## config.mk

```make
export PLATFORM = sky130hd
export DESIGN_NAME = iq_polar_cordic
export DESIGN_NICKNAME = d
export VERILOG_FILES = /design/src/rtl/iq_polar_cordic.sv
export SDC_FILE = /design/constraint.sdc
export NUM_CORES = 2
export LEC_CHECK = 0
export CORE_MARGIN = 2
export CORE_UTILIZATION = 45
export DETAILED_ROUTE_END_ITERATION = 16
export HOLD_SLACK_MARGIN = 0.06
export MAX_ROUTING_LAYER = met4
export PLACE_DENSITY = 0.64
export SYNTH_ARGS = -nofsm -noshare
export SYNTH_HDL_FRONTEND = slang
export SYNTH_SLANG_ARGS = --single-unit
```

## constraint.sdc

```tcl
create_clock -name CLK -period 32 [get_ports CLK]
set_clock_uncertainty 0.05 [all_clocks]
set_input_delay 4.8 -clock CLK [delete_from_list [all_inputs] [get_ports CLK]]
set_output_delay 4.8 -clock CLK [all_outputs]
set_load 0.01 [all_outputs]
```

## src/rtl/iq_polar_cordic.sv

```systemverilog
// Pipelined vectoring CORDIC: signed I/Q in, gain-compensated magnitude and
// 16-bit phase out, one sample per clock, STAGES+2 register stages.
module iq_polar_cordic #(
    parameter int W      = 14,
    parameter int STAGES = 14
) (
    input  logic         CLK,
    input  logic         reset,
    input  logic         in_valid,
    input  logic [W-1:0] I,
    input  logic [W-1:0] Q,
    output logic         out_valid,
    output logic [W-1:0] mag,
    output logic [15:0]  phase
);

    // Guard bits below the integer LSB keep the floor bias of the late
    // micro-rotations (small negative y >>> i) out of the magnitude.
    localparam int GUARD = 4;
    localparam int XW    = W + 3 + GUARD;
    localparam int PW    = XW + 17;
    localparam int unsigned NS = STAGES;

    localparam logic signed [PW-1:0] GAIN    = PW'(39797);
    localparam logic signed [PW-1:0] MAG_MAX = PW'((2 ** W) - 1);

    typedef logic signed [XW-1:0] xy_t;

    xy_t         xs [0:STAGES];
    xy_t         ys [0:STAGES];
    logic [15:0] zs [0:STAGES];
    logic        vs [0:STAGES];
    logic        zf [0:STAGES];

    xy_t         i_ext, q_ext, x_p, y_p;
    logic [15:0] z_p;

    logic signed [PW-1:0] scaled;
    logic [W-1:0]         mag_c;

    function automatic logic [15:0] atan_lut(input int unsigned i);
        case (i)
            0:       atan_lut = 16'd8192;
            1:       atan_lut = 16'd4836;
            2:       atan_lut = 16'd2555;
            3:       atan_lut = 16'd1297;
            4:       atan_lut = 16'd651;
            5:       atan_lut = 16'd326;
            6:       atan_lut = 16'd163;
            7:       atan_lut = 16'd81;
            8:       atan_lut = 16'd41;
            9:       atan_lut = 16'd20;
            10:      atan_lut = 16'd10;
            11:      atan_lut = 16'd5;
            12:      atan_lut = 16'd3;
            13:      atan_lut = 16'd1;
            default: atan_lut = 16'd0;
        endcase
    endfunction

    // Fold the left half-plane onto the right so x >= 0 entering the rotations.
    always_comb begin
        i_ext = {{3{I[W-1]}}, I, {GUARD{1'b0}}};
        q_ext = {{3{Q[W-1]}}, Q, {GUARD{1'b0}}};
        x_p   = i_ext;
        y_p   = q_ext;
        z_p   = '0;
        if (I[W-1]) begin
            if (!Q[W-1]) begin
                x_p = q_ext;
                y_p = -i_ext;
                z_p = 16'h4000;
            end else begin
                x_p = -q_ext;
                y_p = i_ext;
                z_p = 16'hC000;
            end
        end
    end

    always_ff @(posedge CLK or posedge reset) begin
        if (reset) begin
            for (int unsigned i = 0; i <= NS; i++) begin
                xs[i] <= '0;
                ys[i] <= '0;
                zs[i] <= '0;
                vs[i] <= 1'b0;
                zf[i] <= 1'b0;
            end
        end else begin
            xs[0] <= x_p;
            ys[0] <= y_p;
            zs[0] <= z_p;
            vs[0] <= in_valid;
            zf[0] <= (I == '0) && (Q == '0);
            for (int unsigned i = 0; i < NS; i++) begin
                if (!ys[i][XW-1]) begin
                    xs[i+1] <= xs[i] + (ys[i] >>> i);
                    ys[i+1] <= ys[i] - (xs[i] >>> i);
                    zs[i+1] <= zs[i] + atan_lut(i);
                end else begin
                    xs[i+1] <= xs[i] - (ys[i] >>> i);
                    ys[i+1] <= ys[i] + (xs[i] >>> i);
                    zs[i+1] <= zs[i] - atan_lut(i);
                end
                vs[i+1] <= vs[i];
                zf[i+1] <= zf[i];
            end
        end
    end

    always_comb begin
        scaled = (PW'(xs[STAGES]) * GAIN) >>> (16 + GUARD);
        mag_c  = '0;
        if (scaled > MAG_MAX)
            mag_c = '1;
        else if (!scaled[PW-1])
            mag_c = scaled[W-1:0];
    end

    always_ff @(posedge CLK or posedge reset) begin
        if (reset) begin
            out_valid <= 1'b0;
            mag       <= '0;
            phase     <= '0;
        end else begin
            out_valid <= vs[STAGES];
            mag       <= zf[STAGES] ? '0 : mag_c;
            phase     <= zf[STAGES] ? '0 : zs[STAGES];
        end
    end

endmodule
```

==> out/qor.csv <==
metric,value,unit
outcome,"complete, no violations",
Top cells excl fill/tap,"891 x ha_1, 830 x dfrtp_1, 701 x nor2_1, 641 x inv_1, 637 x xnor2_1",
Worst Hold Launch,zf[14]$_DFF_PP0_,
Least-Margin Pin Slew,1.11,ns
yosys xor share,12.2,%
CP dominant cell by count,buf_4,
fillers,13281,
GRT overflow,0,
port bufs,61,
"top cells by count, synth","891 x ha_1, 830 x dfrtp_1, 701 x nor2_1",
Final setup violation count,0,
die height,387,um
fraction of registers with async set/reset,100,%
Metal-1 WL,66.0,mm
largest net degree at the start of global routing,165,
H-Tree Depth,3,
largest delay contributor family on the critical path,buffers and inverters,
number of tapcells,1917,
crit path from,reset,
dominant register cell,dfrtp_1,
Max Cap Viol,0,
placed cell areas,68700,sq um
post-DP HPWL,122,mm
final cell count without fillers,9134,
Inverters,642,
1st-iter DRT viols,2746,
met3 wire len,4.80,mm
Final Instance Area,72000,sq um
Cells after DPL,8951,
worst r2r path cells,21,
total global routing track utilization,20.8,%
dominant cell type by area after synthesis,dfrtp_1,
vias per cell,5.43,
Crit Reg-Reg Endpoint,mag[2]$_DFF_PP0_,
CP endpoint,xs[94]$_DFF_PP0_,
"Clk Latency, worst-skew pair",0.70,ns
Unique masters post-synth,87,
met1 Usage GRT,25.3,%
crit path DAT,10.12,ns
top routing layer in use,met4,
max incr delay on CP,0.90,ns
number of global-route vias before repair,49099,
Synth top area share,31.5,%
Top Registers,"xs (300), ys (268), zs (201)",
row count,140,
Critical Path End Type,async pin,
Root Buffer,clkbuf_16,
relative slew slack,25.9,%
CTS tree,done,
RSZ-0062 raised after global routing,false,
synthesized area per cell,9.36,sq um
FF+latch area,20800,sq um
Hold EP,zf[13]$_DFF_PP0_,
CP max FO,103,
Critical Path Source Type,input port,
setup_tns,0,ns
Cell area leaders,"dfrtp_1 32%, ha_1 17%, xnor2_1 8.5%, fa_1 5.7%, a21oi_1 4.2%",
Core ar.,146000,sq um
ANT nets after route,0,
Critical Path Stages,7,
clock tree buffer depth,3,
routed wl met2,75.9,mm
Nets,8243,
Main logic family,adder cells,
post-CTS setup buffers,0,
MI comb area,42300,sq um
Fin. Hold Viols,0,
die span in x,387,um
fmax,106,MHz
AO/OA Area Share,14.9,%
initial antenna violation count,3,
R2R Setup Slk,25.12,ns
Flops after synth,830,
Post-Syn Area,65900,sq um
Final GP Congestion,0.948,
dpl ws,21.44,ns
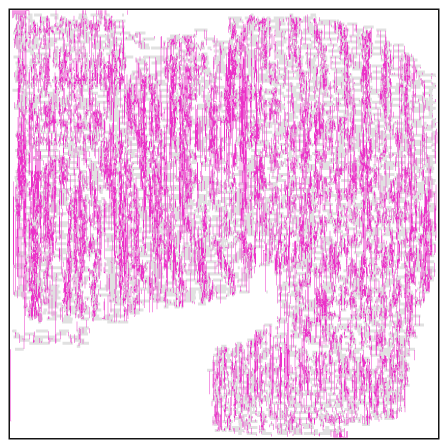
(metal 2)
- nets with wire on the layer: 6833
- longest straight run: 122 um
vias post-DR: 49586
M2 GR Usage: 35.8%
Total Wirelength: 152 mm

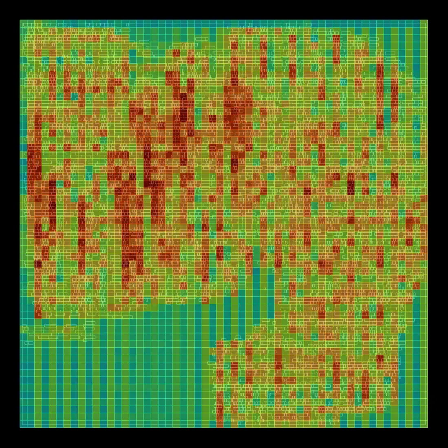
(routing congestion map)
global route hottest layer: met2
WL/cell: 16.7 um

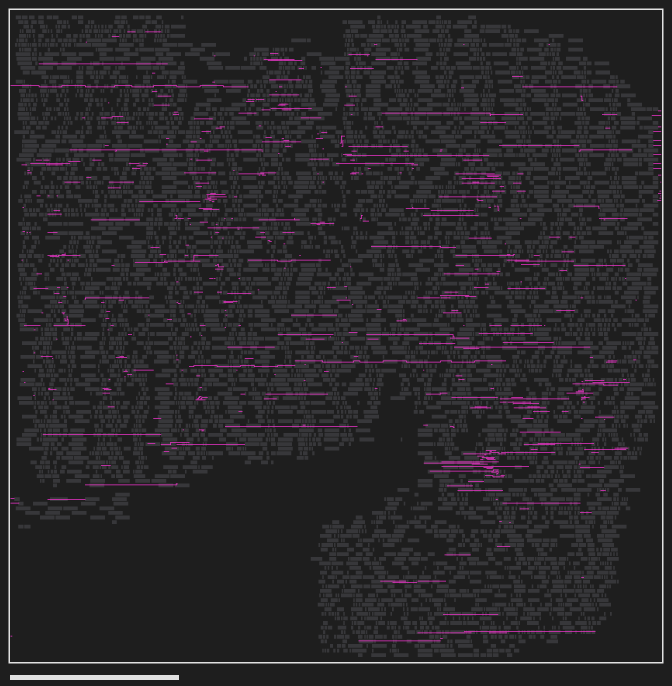
(signal wires on met3)
The bar under the picture is 100 um long.
- wire length on this layer: 4800 um
- main direction: horizontal
- longest straight run: 114 um
- nets with wire on the layer: 316
global routing usage on met3: 2.12%

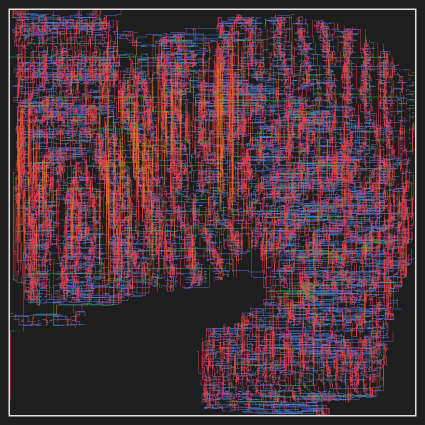
(signal wires by layer)
- blue: metal 1 (wire length 66.0 mm)
- red: metal 2 (wire length 75.9 mm)
- orange: metal 4 (wire length 5540 um)
- green: metal 3 (wire length 4800 um)

